==> config.mk <==
export PLATFORM = sky130hd
export DESIGN_NAME = fb_arbiter
export DESIGN_NICKNAME = d
export VERILOG_FILES = /design/src/rtl/fb_arbiter.sv
export SDC_FILE = /design/constraint.sdc
export NUM_CORES = 1
export LEC_CHECK = 0
export CAP_MARGIN = 20
export CORE_MARGIN = 2
export CORE_UTILIZATION = 40
export DETAILED_ROUTE_END_ITERATION = 6
export HOLD_SLACK_MARGIN = 0.1
export PLACE_DENSITY = 0.68
export SETUP_SLACK_MARGIN = 0.1
export SLEW_MARGIN = 20
export SYNTH_ARGS = -nofsm -noshare
export SYNTH_HDL_FRONTEND = slang
export SYNTH_SLANG_ARGS = --single-unit
export TNS_END_PERCENT = 5
==> constraint.sdc <==
create_clock -name clk -period 4.1 [get_ports clk]
set_input_delay 0.82 -clock clk [delete_from_list [all_inputs] [get_ports clk]]
set_output_delay 0.82 -clock clk [all_outputs]
set_load 0.05 [all_outputs]
==> run_1/metal_stack.png <==
(6 px per um)
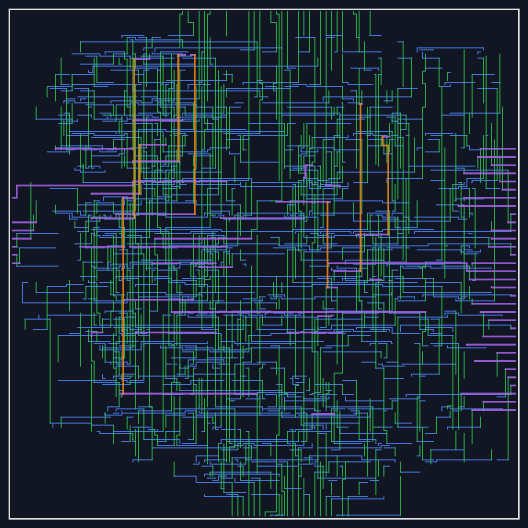
Key: orange = met4 [wire length 171 um]; blue = met1 [wire length 3750 um]; green = met2 [wire length 3800 um]; purple = met3 [wire length 502 um]
routed wire length: 8221 um
gr usage total: 22.61%

==> run_1/clock_map.png <==
(3 px per um)
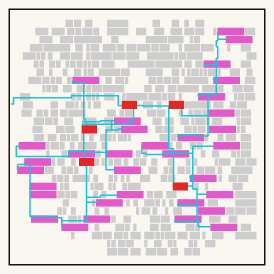
Key: red = cells driving clock nets [count 5]; cyan = clock wires [length 455 um]; magenta = flip-flops [count 33]
There are 6 routed clock nets.
final setup skew: 0.008294 ns
worst-skew pair later-pin latency: 0.28 ns

==> run_1/gate_families.png <==
(3 px per um)
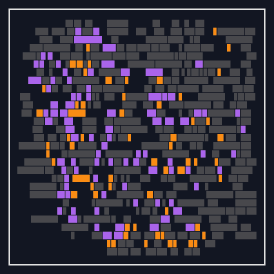
Key: purple = inverting AOI/OAI gates [cells 89]; orange = NOR gates [cells 61]
Commonest Layout Cell: clkdlybuf4s50_1
combinational share of cell area: 45.41%
Non-Filler Instances: 493

==> run_1/final_clocks.png <==
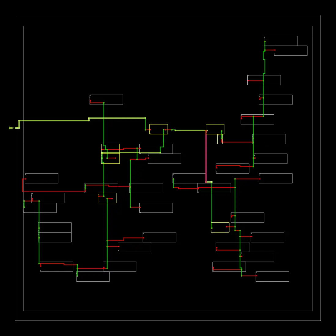
Clk. pwr: 0.249 mW
CLK BUF: 7
flop count: 33

==> flow_metrics.tcl, run 1 <==
# collected from the flow reports
set metrics [dict create \
    status "completed" \
    final.setup.tns_ns 0 \
    cap_violations 0 \
    hp-class "register to register" \
    synth_cell_types 46 \
    seq_area_um2 825.8 \
    via_per_inst 5.722 \
    crit_top_cell "buf_4" \
    ys_area_um2 2604 \
    dr.max_layer_used "met4" \
    drv_slew 0 \
    p_int_mw 0.7578 \
    drtIter0Drc 146 \
    seq-cell-share_pct 20.70 \
    critPathKind "input port to primary output" \
    syn_avg_cell_area_um2 8.319 \
    grt-busiest-layer "met2" \
    buffer_area_share_pct 27.94 \
    dominant_cells "logic gates" \
    area_leaders "dfrtp_1, ha_1, a221oi_1" \
    synth_nets 387 \
    crit_slowest_cell "fa_1" \
    largest_register_ffs 19 \
    powerDensity_nw_per_um2 307.0 \
    synth_cells 313 \
    cts_buffer_depth 2 \
    crit_arrival_ns 3.17 \
    utilization_pct 63.20 \
    synthMuxAreaShare_pct 3.220 \
    pwr-share-clk_pct 20.3 \
    setup_viol_count_final 0 \
    dieArea_um2 7171 \
    synthFlopType "dfrtp_1" \
    ys.flops 33 \
    initial_core_util_pct 41.24 \
    logic_area_um2 1812 \
    io_pins 86 \
    r2r_setup_slack_ns 1.96 \
    syn_area_um2 2604 \
    lay_top_cells "clkdlybuf4s50_1, buf_4, nor2_1, dfrtp_1, nand2_1" \
    drt-pass1-iter-count 4 \
    die_h_um 84.68 \
    hold_path_depth 2 \
    clkCellAreaFrac_pct 2.164 \
    crit_buf_inv 7 \
    hold_viol_final 0 \
    post-cts-setup-buffer-count 5 \
    yosysMostFrequentCell "nor2_1" \
    seq_power_share_pct 34.8 \
    placementRows 29 \
    ys_warn_count 0 \
    buffers 108 \
    groute.layer.met3.usage_pct 3.835 \
    grt_use_met2_pct 34.93 \
    drive_above_1_share_pct 20.19 \
    ys_cells 313 \
    grt_max_degree 33 \
    simple_gate_area_share_pct 22.20 \
    cts_hold_buf 0 \
    nets 490 \
    clkTransAtPathRegs_ns 0.06 \
    route.met2.wl_um 3796 \
    combPwrFrac_pct 44.9 \
    synth.top_cell.area_share_pct 31.72 \
    grt_pass1_vias 2644 \
    hold_slack_ns 0.4927 \
    fin_ws_ns 0.1107 \
    syn2layout_area_growth_pct 53.24 \
    insertedDiodeCount 0 \
    worst_setup_path_start_kind "input port" \
    place_ws_ns -0.4031 \
    crit_chain "buf_6 -> inv_2 -> fa_1 -> inv_2 -> ha_4 -> a211o_1 -> a21oi_4 -> nor3_4 -> buf_4 -> buf_4 -> buf_4 -> nor2_2 -> nor2_1 -> o22ai_1 -> buf_4" \
    cp_top_family "adder cells" \
    synth.comb.largest_family "AND-OR/OR-AND gates" \
    synth-xor-area-share_pct 3.364 \
    relSlewSlack_pct 54.09 \
    drc 0 \
    cp_max_fo 2 \
    place_congestion 0.8798 \
    ys_async_sr_fraction_pct 100.0 \
    adder_share_pct 10.19 \
    seq-power_mw 0.426 \
    use_met1_pct 32.97 \
    layout_min_cycle_time_ns 3.989 \
    fp.dieW_um 84.68 \
    routedWlPerCell_um 16.68 \
]
## Run 2: what changed since run 1
Settings changed: PLACE_DENSITY 0.68 to 0.71, RECOVER_POWER set to 50.
==> run_2/pdn.png <==
(4 px per um) Pins as bars on the die edge.
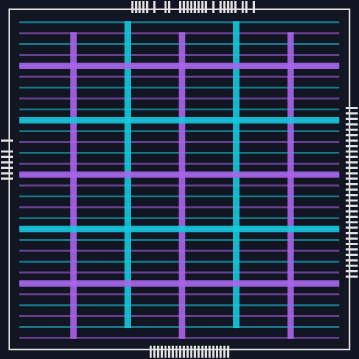
Key: purple = VSS; cyan = VDD
86 signal pins sit on the boundary. 5 straps on met4.
Core ar.: 6314 um^2
Die Wd: 84.68 um
DIE HEIGHT: 84.68 um
maximum vdd drop: 0.1860 mV

==> run 2 against run 1 <==
Against the previous run: the flow now finishes with violations (max-capacitance violations, max-slew violations); synthesized area stayed put; register-to-register slack worse by 0.28 ns; global-route usage is 0.51 points higher; critical endpoint is now mem_addr[18]; largest power group unchanged; highest routed layer unchanged.
==> flow_metrics.tcl, run 2 <==
# collected from the flow reports
set metrics [dict create \
    initial_core_util_pct 41.24 \
    syn_avg_cell_area_um2 8.319 \
    hold_viol_final 0 \
    htree_levels 2 \
    ys.flops 33 \
    post-cts-setup-buffer-count 3 \
    placementRows 29 \
    hold_path_depth 2 \
    crit_arrival_ns 3.17 \
    powerDensity_nw_per_um2 306.2 \
    relSlewSlack_pct -17.68 \
    comb_area_share_pct 45.38 \
    cts_buffer_depth 2 \
    synth_cell_types 46 \
    seq_area_um2 825.8 \
    dr.max_layer_used "met4" \
    grt_antenna_before_repair 0 \
    grt_pass1_wl_um 13400 \
    seq-cell-share_pct 20.39 \
    insertedDiodeCount 0 \
    cts_tree "built" \
    ys_warn_count 0 \
    top_area_cell "dfrtp_1" \
    numPortBuffers 85 \
    combPwrFrac_pct 45.3 \
    synth_cells 313 \
    critical_path_cell_count 12 \
    place_ws_ns -0.4879 \
    violations "max-capacitance violations, max-slew violations" \
    p_int_mw 0.7623 \
    critPathKind "input port to primary output" \
    cap_violations 1 \
    ys_async_sr_fraction_pct 100.0 \
    routed_wl_um 8681 \
    io_pins 86 \
    clkTransAtPathRegs_ns 0.06 \
    ant_nets 0 \
    final.setup.tns_ns 0 \
    grt_max_degree 32 \
    simple_gate_area_share_pct 22.20 \
    synth_nets 387 \
    fin_ws_ns 0.1100 \
    clkCellAreaFrac_pct 2.132 \
    drive_above_1_share_pct 21.05 \
    drv_slew 32 \
    syn_area_um2 2604 \
    synthMuxAreaShare_pct 3.220 \
    m1WireLength_um 3600 \
    pwr-share-clk_pct 20.3 \
    tool_warnings 29 \
    crit_chain "clkdlybuf4s50_1 -> ha_1 -> ha_4 -> buf_4 -> o21a_1 -> o21ai_2 -> a31oi_4 -> buf_4 -> buf_4 -> buf_4 -> a21o_1 -> buf_12" \
    dp_hpwl_um 6259 \
    yosysMostFrequentCell "nor2_1" \
    edf_count 0 \
    syn2layout_area_growth_pct 55.55 \
    drtIter0Drc 166 \
    place_congestion 0.9253 \
    lay_top_cells "clkdlybuf4s50_1, nor2_1, dfrtp_1, buf_4, nand2_1" \
    synth-xor-area-share_pct 3.364 \
    utilization_pct 64.15 \
    dieArea_um2 7171 \
    crit_slowest_cell "clkdlybuf4s50_1" \
    area_leaders "dfrtp_1, ha_1, a221oi_1" \
    adder_share_pct 10.19 \
    synthFlopType "dfrtp_1" \
    use_met1_pct 31.90 \
    logic_gate_count 254 \
    synth.top_cell.area_share_pct 31.72 \
    cp_max_fo 2 \
    inv_count 14 \
    nFlopsAndLatches 33 \
    grt_use_met2_pct 37.15 \
    cts-resized-gates 30 \
    drt-pass1-iter-count 5 \
    crit_top_cell "buf_4" \
    largest_register_ffs 19 \
    nets 492 \
    logic_area_um2 1838 \
    worst_setup_path_start_kind "input port" \
    cp-end-kind "primary output" \
    yosysSeqAreaShare_pct 31.72 \
    tapCellCount 77 \
    crit_buf_inv 6 \
    grt_usage_pct 23.12 \
    design_area_um2 4050 \
    clockBufferCount 7 \
    dp_cells 482 \
    hold_slack_ns 0.5066 \
    dominant_cells "logic gates" \
    routedWlPerCell_um 17.54 \
    finalPower_mw 1.240 \
    grt_pass1_vias 2758 \
    r2r_setup_slack_ns 1.68 \
    drc 0 \
    buffer_area_share_pct 28.36 \
    top_cells_by_count "nor2_1, dfrtp_1, nand2_1" \
    ys_area_um2 2604 \
    synth.comb.largest_family "AND-OR/OR-AND gates" \
    switchingPower_mw 0.4777 \
    aoi_share_pct 25.18 \
    fmax_mhz 250.6 \
    pg_comb_mw 0.562 \
    layout.cells.non_filler 495 \
    cts_hold_buf 0 \
    hp-class "register to register" \
    seq-power_mw 0.426 \
    setup_viol_count_final 0 \
    rsz0062_at_grt "yes" \
    cp_top_family "buffers and inverters" \
    wl_met3_um 711 \
    lay_top_count "clkdlybuf4s50_1" \
    layout_min_cycle_time_ns 3.990 \
    overflow 0 \
    worstMarginPinSlew_ns 1.765 \
    via_per_inst 5.905 \
    seq_power_share_pct 34.4 \
    swShare_pct 38.52 \
    power.group.top "combinational logic" \
    r2r_cells 7 \
    ys_cells 313 \
    status "finished with violations" \
    buffers 110 \
    grt-busiest-layer "met2" \
    fin_crit_sh_pct 97.32 \
    route.met2.wl_um 4224 \
    groute.layer.met3.usage_pct 4.720 \
]
==> run_2/final_clocks.png <==
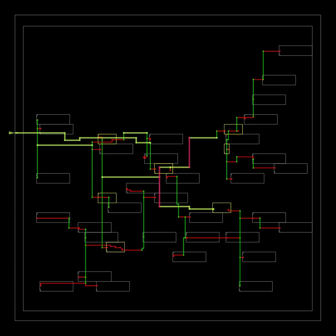
CTS buffer count: 5
worst-skew pair later-pin latency: 0.29 ns
final setup skew: 0.004951 ns
Clk. pwr: 0.252 mW

No activity file was given, so power comes from the tool's default toggle rates.
